**Run 1: wire density map**

8 x 8 tiles, from dark blue (low) to red (high), scaled to the fullest tile. Values are wire area over tile area, all layers added.
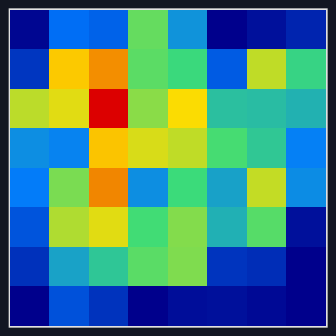
**Run 1: cell density map**

Scale bar: 10 um. 8 x 8 tiles, from dark blue (low) to red (high), 0 to 100% covered.
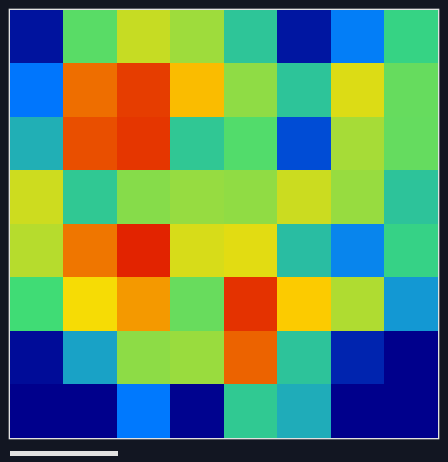
**Run 1: clock wires, drivers and flops**

Scale bar: 10 um.
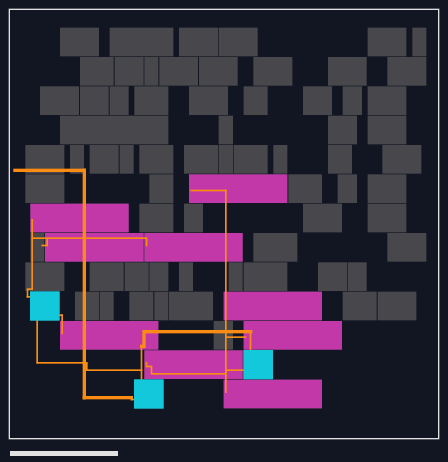
<file path="src/rtl/wir_ctrl.sv">
// rtl/wir_ctrl.sv - IEEE 1500 WIR, bypass register and WSO select; optional WIR_PARITY_EN adds an odd-parity WIR bit
module wir_ctrl (
    input  logic       WRCK,
    input  logic       resetn,
    input  logic       SelectWIR,
    input  logic       CaptureWR,
    input  logic       ShiftWR,
    input  logic       UpdateWR,
    input  logic       WSI,
    input  logic       WPSE,
    input  logic       wbr_so,
    output logic       wbr_si,
    output logic       WSO,
    output logic       wir_extest,
    output logic       wir_wbr_concat,
    output logic       wir_wpc,
    output logic       wir_wpp_bypass,
    output logic       wse_inputs,
    output logic       wse_outputs,
    output logic       hold_inputs,
    output logic       hold_outputs,
    output logic [3:0] instr,
    output logic       wir_err
);

`ifdef WIR_PARITY_EN
    localparam int              SH_W    = 5;
    localparam logic [SH_W-1:0] SH_CAPT = 5'b00001;
`else
    localparam int              SH_W    = 4;
    localparam logic [SH_W-1:0] SH_CAPT = 4'b0001;
`endif

    localparam logic [3:0] WS_EXTEST  = 4'b0001;
    localparam logic [3:0] WS_INTEST  = 4'b0010;
    localparam logic [3:0] WS_PRELOAD = 4'b0011;
    localparam logic [3:0] WP_EXTEST  = 4'b0100;
    localparam logic [3:0] WP_INTEST  = 4'b0101;
    localparam logic [3:0] WP_BYPASS  = 4'b0110;

    logic [SH_W-1:0] r_wir_sh;
    logic [3:0]      r_wir_up;
    logic            r_wby;

    logic w_ws_extest, w_ws_intest, w_ws_preload;
    logic w_wp_extest, w_wp_intest, w_wp_bypass;
    logic w_update, w_upd_ok, w_wby_sel;

    assign w_ws_extest  = (r_wir_up == WS_EXTEST);
    assign w_ws_intest  = (r_wir_up == WS_INTEST);
    assign w_ws_preload = (r_wir_up == WS_PRELOAD);
    assign w_wp_extest  = (r_wir_up == WP_EXTEST);
    assign w_wp_intest  = (r_wir_up == WP_INTEST);
    assign w_wp_bypass  = (r_wir_up == WP_BYPASS);

    assign w_update = SelectWIR & UpdateWR;

`ifdef WIR_PARITY_EN
    logic r_err;

    // Odd parity over instruction plus parity bit; a bad word leaves the instruction untouched.
    assign w_upd_ok = ^r_wir_sh;

    always_ff @(posedge WRCK or negedge resetn) begin
        if (!resetn)
            r_err <= 1'b0;
        else if (w_update)
            r_err <= ~w_upd_ok;
    end

    assign wir_err = r_err;
`else
    assign w_upd_ok = 1'b1;
    assign wir_err  = 1'b0;
`endif

    always_ff @(posedge WRCK or negedge resetn) begin
        if (!resetn)
            r_wir_sh <= '0;
        else if (SelectWIR && CaptureWR)
            r_wir_sh <= SH_CAPT;
        else if (SelectWIR && ShiftWR)
            r_wir_sh <= {WSI, r_wir_sh[SH_W-1:1]};
    end

    always_ff @(posedge WRCK or negedge resetn) begin
        if (!resetn)
            r_wir_up <= 4'b0000;
        else if (w_update && w_upd_ok)
            r_wir_up <= r_wir_sh[3:0];
    end

    // Every instruction that does not route through the WBR (bypass, illegal codes, WP_*) uses the bypass bit.
    assign w_wby_sel = ~SelectWIR & ~wir_wbr_concat;

    always_ff @(posedge WRCK or negedge resetn) begin
        if (!resetn)
            r_wby <= 1'b0;
        else if (w_wby_sel && CaptureWR)
            r_wby <= 1'b0;
        else if (w_wby_sel && ShiftWR)
            r_wby <= WSI;
    end

    assign wir_extest     = w_ws_extest | w_wp_extest;
    assign wir_wbr_concat = w_ws_extest | w_ws_intest | w_ws_preload;
    assign wir_wpc        = w_wp_extest | w_wp_intest | w_wp_bypass;
    assign wir_wpp_bypass = w_wp_bypass;
    assign hold_outputs   = w_ws_extest | w_wp_extest;
    assign hold_inputs    = w_ws_intest | w_wp_intest;

    assign wse_inputs  = (wir_wbr_concat & ShiftWR & ~SelectWIR)
                       | ((w_wp_extest | w_wp_intest) & WPSE);
    assign wse_outputs = wse_inputs;

    assign wbr_si = WSI;
    assign WSO    = SelectWIR      ? r_wir_sh[0] :
                    wir_wbr_concat ? wbr_so      : r_wby;
    assign instr  = r_wir_up;

endmodule

</file>
<file path="config.mk">
export PLATFORM = sky130hd
export DESIGN_NAME = wir_ctrl
export DESIGN_NICKNAME = d
export VERILOG_FILES = /design/src/rtl/wir_ctrl.sv
export SDC_FILE = /design/constraint.sdc
export NUM_CORES = 1
export LEC_CHECK = 0
export CORE_UTILIZATION = 40
export CTS_CLUSTER_DIAMETER = 50
export DETAILED_ROUTE_END_ITERATION = 16
export GPL_TIMING_DRIVEN = 1
export PLACE_DENSITY = 0.76
export REMOVE_ABC_BUFFERS = 1
export SLEW_MARGIN = 20
export SYNTH_ARGS = -nofsm -noshare
export SYNTH_HDL_FRONTEND = slang
export SYNTH_SLANG_ARGS = --single-unit
</file>
<file path="constraint.sdc">
create_clock -name WRCK -period 3.31 [get_ports WRCK]
set_clock_uncertainty 0.15 [all_clocks]
set_input_delay 0.662 -clock WRCK [delete_from_list [all_inputs] [get_ports WRCK]]
set_output_delay 0.662 -clock WRCK [all_outputs]
set_load 0.005 [all_outputs]
</file>
==> summary.txt, run 1 <==
Notes on the physical implementation.

- The minimum setup slack among reg-to-reg paths is 1.78 ns, for reference.
- Power attributed to the clock group is 0.0000827 W.
- Per the OpenROAD floorplan log, the area of the die is 0.00157 mm^2.
- The post-CTS hold buffer count recorded in the log is 0.
- The synthesized chip area reported by yosys is 568 um^2, for reference.
- The met2 demand-to-capacity share in global routing is 27.9%, for reference.
- The global router reports that the layer with the highest usage is met2.
- At the placement stage, the worst setup path has a slack of 0.406 ns.
- The net count of the finished layout is 89.
- For the sequential group, total power comes out at 0.000150 W.
- After layout, the worst setup slack is 0.413 ns.
- The wire length per cell after detailed routing is 12.8 um, for reference.
- The core footprint is 0.00132 mm^2, for reference.
- The combinational power reported by the tool is 0.000155 W.
- 0 antenna diodes ended up in the layout.
- The top power group is combinational cells, for reference.
- The startpoint identified for the worst register-to-register timing path is instr[0].
- The share of cells above drive strength 1 is 16.5%, for reference.
- Synthesis inferred 9 register bits.
- The worst setup path is captured at an output port.
- The run finished with clean final reports.
- The peak ir drop on the vdd network is 0.313 mV, for reference.
- Per the timing report, the achievable frequency comes out to 345 MHz.
- The initialized floorplan defines 13 standard-cell rows.
- The power density over the cells is 481 mW/mm^2, for reference.
- Per the OpenROAD power report, switching power amounts to 0.000117 W.
- The total global routing track utilization is 18.1%, for reference.
- The final count of negative-setup-slack endpoints is 0, for reference.
- The via count of the first global-routing pass is 433, for reference.
- The insertion delay at the late pin of the worst-skew pair is 0.26 ns, for reference.
- The routed length on met3 is 77 um, for reference.
- In this run the clock root is driven by a sky130_fd_sc_hd__clkbuf_4.
- The number of routed nets with antenna violations is 0, for reference.
- Counting pins that exceed their max-slew limit in the final report gives 0.
- In this run the number of H-tree levels came out at 1.
- The number of OpenROAD warnings is 25, for reference.
- Wire segments on met2 add up to 551 um in the final route.
- The routed via count is 504, for reference.
- The number of max-cap violations is 0, for reference.
- For this run, design rule violations remaining after detail routing come to 0.
- The worst setup path is launched from a primary input.
- The first global-routing pass estimated 1790 um of wire.
- Per report_power, the clock group accounts for 21.3% of the total.
- The Yosys step of the flow raised 0 warnings.
- The class of the tightest hold or removal check is reg -> reg, for reference.
- The cell area after placement is 779 um^2, for reference.
- The logic gate share of total power is 40.0%, for reference.
- The number of placed cells counting well taps is 90, for reference.
- The origin of the worst setup path is SelectWIR, for reference.
- The clock transition time at the flip-flop clock pins of the worst setup and hold paths is 0.06 ns, for reference.
- The area growth from synthesis to final layout is 41.9%, for reference.
- By instance count after routing, the leading logic cell types are sky130_fd_sc_hd__clkdlybuf4s50_1 (22), sky130_fd_sc_hd__dfrtp_1 (9), sky130_fd_sc_hd__a21oi_1 (4), sky130_fd_sc_hd__inv_1 (4), sky130_fd_sc_hd__nand2_1 (4).
- In the routed layout, each cell is associated on average with a via count of 5.36.
- Adding up every negative setup slack in the final design gives 0 ns.
- Clock tree synthesis inserted a total of 3 buffers.
- The floorplan core density is 43.1%, for reference.
- The critical path ends at WSO.
- The script extracted a total leakage power of 0.328 nW.
- The met1 usage is 19.2%, for reference.
- The time the final worst path needs with I/O delays and setup is 2.90 ns, for reference.
- The number of antenna violations at the first check in global routing was 0.
- Entering global routing, the biggest net connects 10 pins.
- The synthesized netlist occupies a cell area of 568 um^2.
- The routing usage on met3 is 8.52%, for reference.
- The instance count of the mapped netlist is 57, for reference.
- The number of failing hold endpoints at the final stage is 0, for reference.
- Measured along the x axis, the die boundary spans 39.7 um.
- The final design area excluding fillers is 806 um^2, for reference.
- In the power breakdown, the internal column shows 0.000271 W.
- The clock tree from TritonCTS is yes, for reference.
- For reference, the post-synthesis area per instance comes to 9.97 um^2.
- Logic depth along the worst register-to-register path is recorded as 3.
Back to the opening pictures, 'wire density map':
- nearly empty tiles: 11%
- mean over tiles: 0.13
- fullest tile: 0.33
- tiles over half the peak: 38%

Back to the opening pictures, 'cell density map':
- mean over tiles: 50%
- fullest tile: 96%
- nearly empty tiles: 9.4%
- tiles over 75% full: 17%
- emptiest ninth of the die: south-east

Back to the opening pictures, 'clock wires, drivers and flops':
- clock-net drivers: cyan (count 3)
- flip-flops: magenta (count 9)
- clock wires: orange (length 127 um)
- routed clock nets: 4

[run 1: critical path: stages]
cell and delay, ns:
sky130_fd_sc_hd__clkdlybuf4s50_1 0.49, sky130_fd_sc_hd__inv_1 0.18, sky130_fd_sc_hd__nand4_1 0.13, sky130_fd_sc_hd__o311ai_2 0.09
sky130_fd_sc_hd__clkdlybuf4s50_1 0.54
[run 1: cell families (layout without fill, tap and decap cells)]
group / count (synthesis) / after routing / synth area share [%]
AOI/OAI and AO/OA: 16 / 16 / 24.9
xor gates and xnor gates: 1 / 1 / 1.54
buffers and inverters: 9 / 31 / 8.81
DFF: 9 / 9 / 39.6
muxes: 3 / 3 / 5.95
other: 1 / 1 / 0.660
and+or+nand+nor: 18 / 18 / 18.5
[run 1: cell type report]
type                            count  area, um^2  area share [%]
Tap cell                           15        18.8            2.33
Sequential cell                     9         225            28.0
Clock buffer                        4        26.3            3.26
Multi-Input combinational cell     39         293            36.3
Inverter                            4        15.0            1.86
Timing Repair Buffer               23         228            28.3
[run 1: Yosys cell counts]
cell                        n  area (um^2)
sky130_fd_sc_hd__a31oi_1    1         6.26
sky130_fd_sc_hd__inv_1      4         15.0
sky130_fd_sc_hd__conb_1     1         3.75
sky130_fd_sc_hd__o2bb2ai_1  2         17.5
sky130_fd_sc_hd__buf_2      1         5.00
sky130_fd_sc_hd__nand2_1    4         15.0
sky130_fd_sc_hd__a21o_1     1         7.51
sky130_fd_sc_hd__and3_1     2         12.5
sky130_fd_sc_hd__o22a_1     1         8.76
sky130_fd_sc_hd__o311ai_2   1         16.3
sky130_fd_sc_hd__nand3b_1   1         7.51
sky130_fd_sc_hd__nor2_1     2         7.51
sky130_fd_sc_hd__mux2_2     3         33.8
sky130_fd_sc_hd__a21oi_1    4         20.0
sky130_fd_sc_hd__dfrtp_1    9          225
sky130_fd_sc_hd__a31o_2     1         8.76
sky130_fd_sc_hd__o21ai_0    1         5.00
sky130_fd_sc_hd__a211o_1    1         8.76
sky130_fd_sc_hd__nor3b_1    2         15.0
sky130_fd_sc_hd__xnor2_1    1         8.76
sky130_fd_sc_hd__a2111oi_4  1         27.5
sky130_fd_sc_hd__o22ai_1    1         6.26
sky130_fd_sc_hd__or2_4      1         8.76
sky130_fd_sc_hd__buf_4      4         30.0
sky130_fd_sc_hd__a2bb2oi_1  1         8.76
sky130_fd_sc_hd__and2_2     1         7.51
sky130_fd_sc_hd__or3b_2     1         8.76
sky130_fd_sc_hd__nand2b_1   1         6.26
sky130_fd_sc_hd__nor3_1     2         10.0
sky130_fd_sc_hd__nand4_1    1         6.26
[run 1: per-stage QoR]
stage / power (W) / hold WS, ns / util [%]
3_3_place_gp: 0.000305 / 0.335 / 59.2
2_1_floorplan: 0.000218 / 0.216 / -
6_report: 0.000388 / 0.367 / 61.2
3_5_place_dp: 0.000309 / 0.359 / 59.2
5_1_grt: 0.000415 / 0.382 / 61.2
4_1_cts: 0.000392 / 0.372 / 61.2
[run 1: flip-flops by register name (all words and copies together), names as in the netlist]
signal	cells
instr	4
r_wir_sh	4
r_wby	1
==> run 2, diff against run 1 <==
--- a/config.mk
+++ b/config.mk
@@ -5,6 +5,7 @@
 export SDC_FILE = /design/constraint.sdc
 export NUM_CORES = 1
 export LEC_CHECK = 0
+export CAP_MARGIN = 20
 export CORE_UTILIZATION = 40
 export CTS_CLUSTER_DIAMETER = 50
 export DETAILED_ROUTE_END_ITERATION = 16
**Run 2: wire density map**

8 x 8 tiles, from dark blue (low) to red (high), scaled to the fullest tile. Values are wire area over tile area, all layers added.
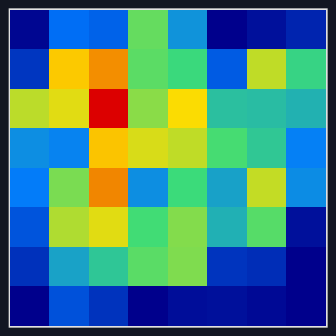
- mean over tiles: 0.13
- fullest tile: 0.33
- densest ninth of the die: centre
- tiles over half the peak: 38%
- emptiest ninth of the die: south-east

**Run 2: cells coloured by class**

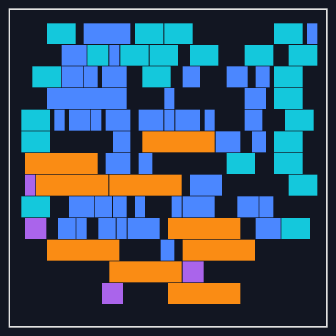
- clock drivers and dummy loads: purple (cells 4)
- registers: orange (cells 9)
- remaining logic cells: blue (cells 43)
- remaining buffers and delay cells: cyan (cells 23)

==> run 2 against run 1 <==
Synthesized area did not move. Worst setup slack did not move. Highest routed layer unchanged. Final cell count did not move. Via count did not move. Sequential share of layout area did not move. Clock-buffer cell count did not move. Flip-flop count did not move. Total power did not move.
==> summary.txt, run 2 <==
Notes on the physical implementation.

- The flow ran to the end, and the final reports show no timing, DRC or antenna violations.
- The netlist uses 30 different library cells.
- In this run the layout overhead on the synthesized area is reported as 41.9%.
- The final-stage net count is 89, for reference.
- By area the synthesized netlist is led by sky130_fd_sc_hd__dfrtp_1 (40%), sky130_fd_sc_hd__mux2_2 (5.9%), sky130_fd_sc_hd__buf_4 (5.3%).
- The floorplan core density is 43.1%, for reference.
- The proportion of netlist area held by the largest area contributor is 39.6%, for reference.
- Setup repair after global routing left no endpoint under its margin.
- The number of placed cells counting well taps is 90, for reference.
- The total global routing track utilization is 18.1%, for reference.
- The required time at the worst endpoint is listed as 2.50 ns.
- Per the final timing report, the hold violations number 0.
- Summing the sequential cell areas from Yosys gives 39.6% of the chip area.
- The number of routed nets with antenna violations is 0, for reference.
- The insertion delay at the late pin of the worst-skew pair is 0.26 ns, for reference.
- Pins over their slew limit in the final report were tallied at 0.
- The worst setup path is launched from a primary input.
- Wire segments on met2 add up to 551 um in the final route.
- The leakage power of the design is 0.328 nW, for reference.
- Once placement finished, the instance area stood at 779 um^2.
- Of all cell types, the one taking the most synthesized area is sky130_fd_sc_hd__dfrtp_1.
- The post-detailed-route DRC marker count is 0, for reference.
- The number of clock buffers added by TritonCTS is 3.
- The die height is 39.7 um, for reference.
- The number of antenna violations at the first check in global routing is 0, for reference.
- The mean instance size in the synthesized netlist is 9.97 um^2, for reference.
- The area of the mapped netlist is 568 um^2, for reference.
- The worst-path maximum fanout is 5, for reference.
- The antenna cell count is 0, for reference.
- Leaving out filler cells and counting taps, the final layout contains 94.
- The peak ir drop on the vdd network is 0.313 mV, for reference.
- The tree is rooted in a sky130_fd_sc_hd__clkbuf_4.
- The detailed router reports a met3 wire length of 77 um.
- The clock tree from TritonCTS is yes, for reference.
- Post-CTS repair ended up resizing 0 cells.
- For this run the aggregate overflow at the end of global routing stands at 0.
- The count of hold buffers inserted by post-cts repair is 0, for reference.
- Synthesis handed over a netlist of 57 instances.
- For reference, the placement row count at floorplan is 13.
- Yosys instantiated no cell more often than sky130_fd_sc_hd__dfrtp_1.
- The first global-routing pass estimated 1790 um of wire.
- Per the OpenROAD floorplan log, the area of the die is 0.00157 mm^2.
- The core footprint is 0.00132 mm^2, for reference.
- The final report gives the standard cell area, fillers excluded, as 806 um^2.
- Entering global routing, the biggest net connects 10 pins.
- The power density over the cells is 481 mW/mm^2, for reference.
- On the critical path the data arrives at 2.09 ns.
- Clock tree synthesis found a total of 9 sinks.
- The number of detailed-route iterations in the first pass is 3, for reference.
- In the synthesized netlist, the cells that appear most often are sky130_fd_sc_hd__dfrtp_1 (9), sky130_fd_sc_hd__a21oi_1 (4), sky130_fd_sc_hd__buf_4 (4), sky130_fd_sc_hd__inv_1 (4), sky130_fd_sc_hd__nand2_1 (4).
- The number of ports placed on the die boundary is 24, for reference.
- Yosys mapped a number of flops with a built-in enable equal to 0.
- Total power for the finished layout comes to 0.000388 W.
- In this run the tools logged warnings totalling 25.
- The via count of the first global-routing pass is 433, for reference.
- Dividing the detail-routed via count by the number of cells gives 5.36.
- The critical path class is in -> out, for reference.
- After detailed routing, the wire length on met1 is 541 um.
- The count of buffers inserted at the top-level ports is 22, for reference.
- The wire length per cell after detailed routing is 12.8 um, for reference.
- The global placer's final weighted congestion is 0.782, for reference.
- The detailed-placement wirelength estimate is 933 um, for reference.
- Cells fill 61.2% of the core in the end.
- The number of max-cap violations is 0, for reference.
- The post-CTS setup buffer count is 0, for reference.
- The most critical min-delay path falls under reg -> reg.
- The achievable frequency is 345 MHz, for reference.
- The worst setup path is captured at an output port.
- The yosys cell count is 57, for reference.
- The number of design-rule violations left by the first detailed-router iteration is 8, for reference.
- The final count of negative-setup-slack endpoints is 0, for reference.
- The aggregate routed wire length is 1200 um, for reference.
- The synthesized chip area reported by yosys is 568 um^2, for reference.
- The flip-flop cell with the highest count after synthesis is sky130_fd_sc_hd__dfrtp_1, for reference.
- The setup total negative slack is 0 ns, for reference.
- Yosys reported a register bit count of 9.
- Of all flip-flops after synthesis, the portion carrying an async set or reset was 100%.
- The highest metal layer carrying signal wires in the routed design is met4.
- Counting the warning lines in the Yosys log gives 0.
- The share of cells above drive strength 1 is 16.5%, for reference.
- The clock passes through at most 2 buffers.
- The final critical path takes up 87.5% of the cycle.
- The number of levels in the clock H-tree is 1, for reference.
- The die is 39.7 um wide.
- Among logic cells in the layout, the one with the most instances is sky130_fd_sc_hd__clkdlybuf4s50_1.
- For reference, the clock transition at the flip-flops on the worst setup and hold paths is 0.06 ns.
- The routed layout has 504 vias.
- The top cell types in the final layout, fill and taps aside, are sky130_fd_sc_hd__clkdlybuf4s50_1 (22), sky130_fd_sc_hd__dfrtp_1 (9), sky130_fd_sc_hd__a21oi_1 (4), sky130_fd_sc_hd__inv_1 (4), sky130_fd_sc_hd__nand2_1 (4).
- The time the final worst path needs with I/O delays and setup is 2.90 ns, for reference.
[run 2: cell counts in the layout (fill, tap and decap cells not counted)]
No cell type changed its count.
[run 2: final cells by class]
class | instances | area, um^2
well taps | 15 | 18.8
flip-flops and latches | 9 | 225
inverters | 4 | 15.0
multi-input cells | 39 | 293
clock buffers | 4 | 26.3
fillers | 121 | 512
repair buffers | 23 | 228
[run 2: worst paths after layout]
path | to | startpoint | slack, ns | depth (start not counted)
min reg2reg | r_wby | r_wby | 0.37 | 1
min in group asynchronous | r_wir_sh[3] | resetn | 0.54 | 1
max | WSO | SelectWIR | 0.41 | 5
min | r_wby | r_wby | 0.37 | 1
max in group asynchronous | r_wir_sh[1] | resetn | 2.19 | 1
max reg2reg | r_wby | instr[0] | 1.78 | 3
[run 2: cells by family (layout without fill, tap and decap cells)]
group	Yosys count	in the layout	synth area share, %
compound gates	16	16	24.9
xor+xnor	1	1	1.54
buf+inv	9	31	8.81
flops	9	9	39.6
mux	3	3	5.95
other cells	1	1	0.660
simple gates	18	18	18.5
[run 2: through the flow]
stage | worst slack, ns | hold slack, ns
2_1_floorplan | 1.29 | 0.216
3_3_place_gp | 0.473 | 0.335
3_5_place_dp | 0.406 | 0.359
4_1_cts | 0.401 | 0.372
5_1_grt | 0.298 | 0.382
6_report | 0.413 | 0.367
[run 2: power by group]
| group | leakage, nW | internal [W] | switching, W |
|---|---|---|---|
| clock | 0.0150 | 0.0000463 | 0.0000363 |
| combinational | 0.199 | 0.0000969 | 0.0000582 |
| sequential | 0.115 | 0.000128 | 0.0000222 |
[run 2: worst max-delay path, cell delays in order]
cell and delay, ns:
sky130_fd_sc_hd__clkdlybuf4s50_1 0.49, sky130_fd_sc_hd__inv_1 0.18, sky130_fd_sc_hd__nand4_1 0.13, sky130_fd_sc_hd__o311ai_2 0.09
sky130_fd_sc_hd__clkdlybuf4s50_1 0.54
[run 2: routing by layer]
metal,GRT usage (%),vias up
li1,-,247
met1,19.2,232
met2,27.9,21
met3,8.52,4
met4,12.1,0
met5,0,-
==> run 3, diff against run 2 <==
--- a/config.mk
+++ b/config.mk
@@ -12,7 +12,6 @@
 export GPL_TIMING_DRIVEN = 1
 export PLACE_DENSITY = 0.76
 export REMOVE_ABC_BUFFERS = 1
-export SLEW_MARGIN = 20
 export SYNTH_ARGS = -nofsm -noshare
 export SYNTH_HDL_FRONTEND = slang
 export SYNTH_SLANG_ARGS = --single-unit
**Run 3: clock wires, drivers and flops**

Scale bar: 10 um.
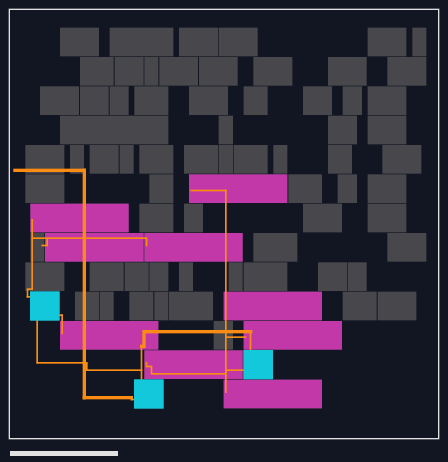
- flip-flops: magenta (count 9)
- clock wires: orange (length 127 um)
- clock-net drivers: cyan (count 3)
- routed clock nets: 4

**Run 3: cells coloured by class**

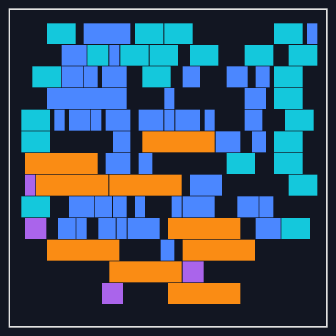
- registers: orange (cells 9)
- clock drivers and dummy loads: purple (cells 4)
- remaining logic cells: blue (cells 43)
- remaining buffers and delay cells: cyan (cells 23)

==> run 3 against run 2 <==
Global-route usage unchanged. Highest routed layer unchanged. Utilization unchanged. Non-clock buffer count unchanged. Critical path type unchanged. Synthesized cell count unchanged. Clock power about the same. Synthesized area unchanged. Routed wire length unchanged. Register-to-register slack about the same. Largest power group unchanged.
==> summary.txt, run 3 <==
Notes on the physical implementation.

- In the routed layout, each cell is associated on average with a via count of 5.36.
- The number of placed cells counting well taps is 90, for reference.
- Dividing total power by cell area gives a power density of 481 mW/mm^2.
- The number of instances on the worst hold path is 1, for reference.
- The global routing report lists combined usage of all routing layers as 18.1%.
- Measured in cells, the most critical reg-to-reg path has a length of 3.
- The area used by sequential logic in the layout is 225 um^2, for reference.
- At the end of the flow, the number of nets in the layout was 89.
- Yosys reports that the leading cell type by area covers 39.6% of the netlist area.
- The die height is 39.7 um, for reference.
- The synthesized design spends more area on one cell type than any other, namely sky130_fd_sc_hd__dfrtp_1.
- In this run, post-CTS hold repair placed 0 buffers.
- The floorplan core density is 43.1%, for reference.
- Synthesis inferred 9 register bits.
- In the final layout, the share of cells above drive strength 1 is 16.5%.
- The worst path uses 87.5% of the clock period.
- The area growth from synthesis to final layout is 41.9%, for reference.
- For reference, the clock transition at the flip-flops on the worst setup and hold paths is 0.06 ns.
- The CTS buffer count is 3, for reference.
- In this run the standard cell core region covers 0.00132 mm^2.
- The library cell with the highest instance count after synthesis is sky130_fd_sc_hd__dfrtp_1, for reference.
- The worst-path maximum fanout is 5, for reference.
- The total clock sinks is 9, for reference.
- By area the synthesized netlist is led by sky130_fd_sc_hd__dfrtp_1 (40%), sky130_fd_sc_hd__mux2_2 (5.9%), sky130_fd_sc_hd__buf_4 (5.3%).
- The fill cell instance count of the final layout is 121, for reference.
- The aggregate routed wire length is 1200 um, for reference.
- Counting every instance in the synthesized netlist gives 57.
- Per the power-grid run, VDD falls by no more than 0.313 mV.
- The horizontal die dimension reported for this design is 39.7 um.
- The critical path goes through clkdlybuf4s50_1 > inv_1 > nand4_1 > o311ai_2 > clkdlybuf4s50_1.
- The final global-route overflow total is 0, for reference.
- Across all layers, the routed design uses 504 vias.
- The wire length per cell after detailed routing is 12.8 um, for reference.
- The number of OpenROAD warnings is 25, for reference.
- The number of antenna violations at the first check in global routing came to 0.
- The number of routed nets with antenna violations is 0, for reference.
- The insertion delay at the late pin of the worst-skew pair is 0.26 ns, for reference.
- The chip footprint is 0.00157 mm^2, for reference.
- The number of ports placed on the die boundary is 24, for reference.
- The mean instance size in the synthesized netlist is 9.97 um^2, for reference.
- The pin count of the biggest net entering global routing is 10, for reference.
- The slowest library cell on the worst path is sky130_fd_sc_hd__clkdlybuf4s50_1, for reference.
- The flip-flop cell with the highest count after synthesis is sky130_fd_sc_hd__dfrtp_1, for reference.
- The final-report max-slew violation count is 0, for reference.
- The data arrival time of the critical path is 2.09 ns, for reference.
- The final cell count without fillers is 94, for reference.
- The worst setup path is captured at an output port.
- Per the Yosys statistics, synthesis produced 57 cells.
- Setup repair after global routing left no endpoint under its margin.
- The worst setup path is launched from a primary input.
- The number of levels in the clock H-tree is 1, for reference.
- The cell class contributing the biggest share of worst-path delay is buffers and inverters, for reference.
- The minimum setup slack among reg-to-reg paths is 1.78 ns, for reference.
- In the final timing run, aggregate negative setup slack is 0 ns.
- The number of design-rule violations left by the first detailed-router iteration is 8, for reference.
- The critical path class is in -> out, for reference.
- In the placement report, post-DP HPWL is listed as 933 um.
- Per Yosys stat, the portion of area used by sequential elements is 39.6%.
- The flow ran to the end, and the final reports show no timing, DRC or antenna violations.
- The number of flops mapped to enable cells by yosys is 0, for reference.
- Per STA, the library cell used most along the worst path is sky130_fd_sc_hd__clkdlybuf4s50_1.
- The design draws 0.000388 W.
- The number of gates resized after CTS is 0, for reference.
- The global placer's final weighted congestion is 0.782, for reference.
- The unique cell type count in the Yosys netlist is 30, for reference.
- The total buffers and inverters traversed by the critical path is 3, for reference.
- Hold analysis lists the worst path endpoint as r_wby.
- The delay of the slowest critical-path stage is 0.54 ns, for reference.
- TritonCTS built the clock tree.
- The class of the tightest hold or removal check is reg -> reg, for reference.
- Static timing analysis puts the maximum clock frequency at 345 MHz.
- The worst hold path begins at r_wby.
- After synthesis, the chip area reported by Yosys is 568 um^2.
- The row count is 13, for reference.
- Before any placement, the netlist area is recorded as 568 um^2.
- In this run the critical register-to-register path is captured at r_wby.
- Summing all multi-input logic gate instances after layout gives 293 um^2.
- The first-pass GRT wire length is 1790 um, for reference.
## run 3: cell counts after synthesis
No cell type changed its count.
## run 3: worst reg2reg max path, delay by kind of cell, from the launching register on
kind,cells,cell delay (ns)
AND/OR/NAND/NOR,1,0.32
flip-flops,1,0.47
AND-OR/OR-AND,2,0.47
## run 3: where the power goes
group / leakage [nW] / internal [W] / switching, W
logic: 0.199 / 0.0000969 / 0.0000582
registers: 0.115 / 0.000128 / 0.0000222
clock network: 0.0150 / 0.0000463 / 0.0000363
total: 0.328 / 0.000271 / 0.000117
## run 3: layout make-up
class	instances	area share [%]
clock buffer	4	3.26
inverter	4	1.86
multi-input combinational	39	36.3
sequential	9	28.0
tap	15	2.33
timing repair buffer	23	28.3
## run 3: logic make-up (layout without fill, tap and decap cells)
kind of cell           count (synthesis)  after routing  synth area share [%]
AND-OR/OR-AND                         16             16                  24.9
flip-flops                             9              9                  39.6
multiplexers                           3              3                  5.95
buffers and inverters                  9             31                  8.81
XOR/XNOR                               1              1                  1.54
AND/OR/NAND/NOR                       18             18                  18.5
other                                  1              1                 0.660
## run 3: how the worst max path moves through the flow
stage / startpoint / end / slack [ns] / depth (start not counted)
2_1_floorplan: instr[0] / wse_inputs / 1.29 / 3
3_3_place_gp: SelectWIR / WSO / 0.47 / 5
3_5_place_dp: SelectWIR / WSO / 0.41 / 5
4_1_cts: SelectWIR / WSO / 0.40 / 5
5_1_grt: SelectWIR / WSO / 0.30 / 5
6_report: SelectWIR / WSO / 0.41 / 5
## run 3: through the flow
step / setup WS, ns / instance area, um^2 / utilization [%] / hold WS, ns
2_1_floorplan: 1.29 / 533 / - / 0.216
3_3_place_gp: 0.473 / 779 / 59.2 / 0.335
3_5_place_dp: 0.406 / 779 / 59.2 / 0.359
4_1_cts: 0.401 / 806 / 61.2 / 0.372
5_1_grt: 0.298 / 806 / 61.2 / 0.382
6_report: 0.413 / 806 / 61.2 / 0.367
## run 3: metal layers
layer	routed length [um]	vias to the layer above	track usage (%)
li1	-	247	-
met1	541	232	19.2
met2	551	21	27.9
met3	77	4	8.52
met4	29	0	12.1
met5	0	-	0
Power figures rest on the tool's default switching activity, not on a simulated workload.
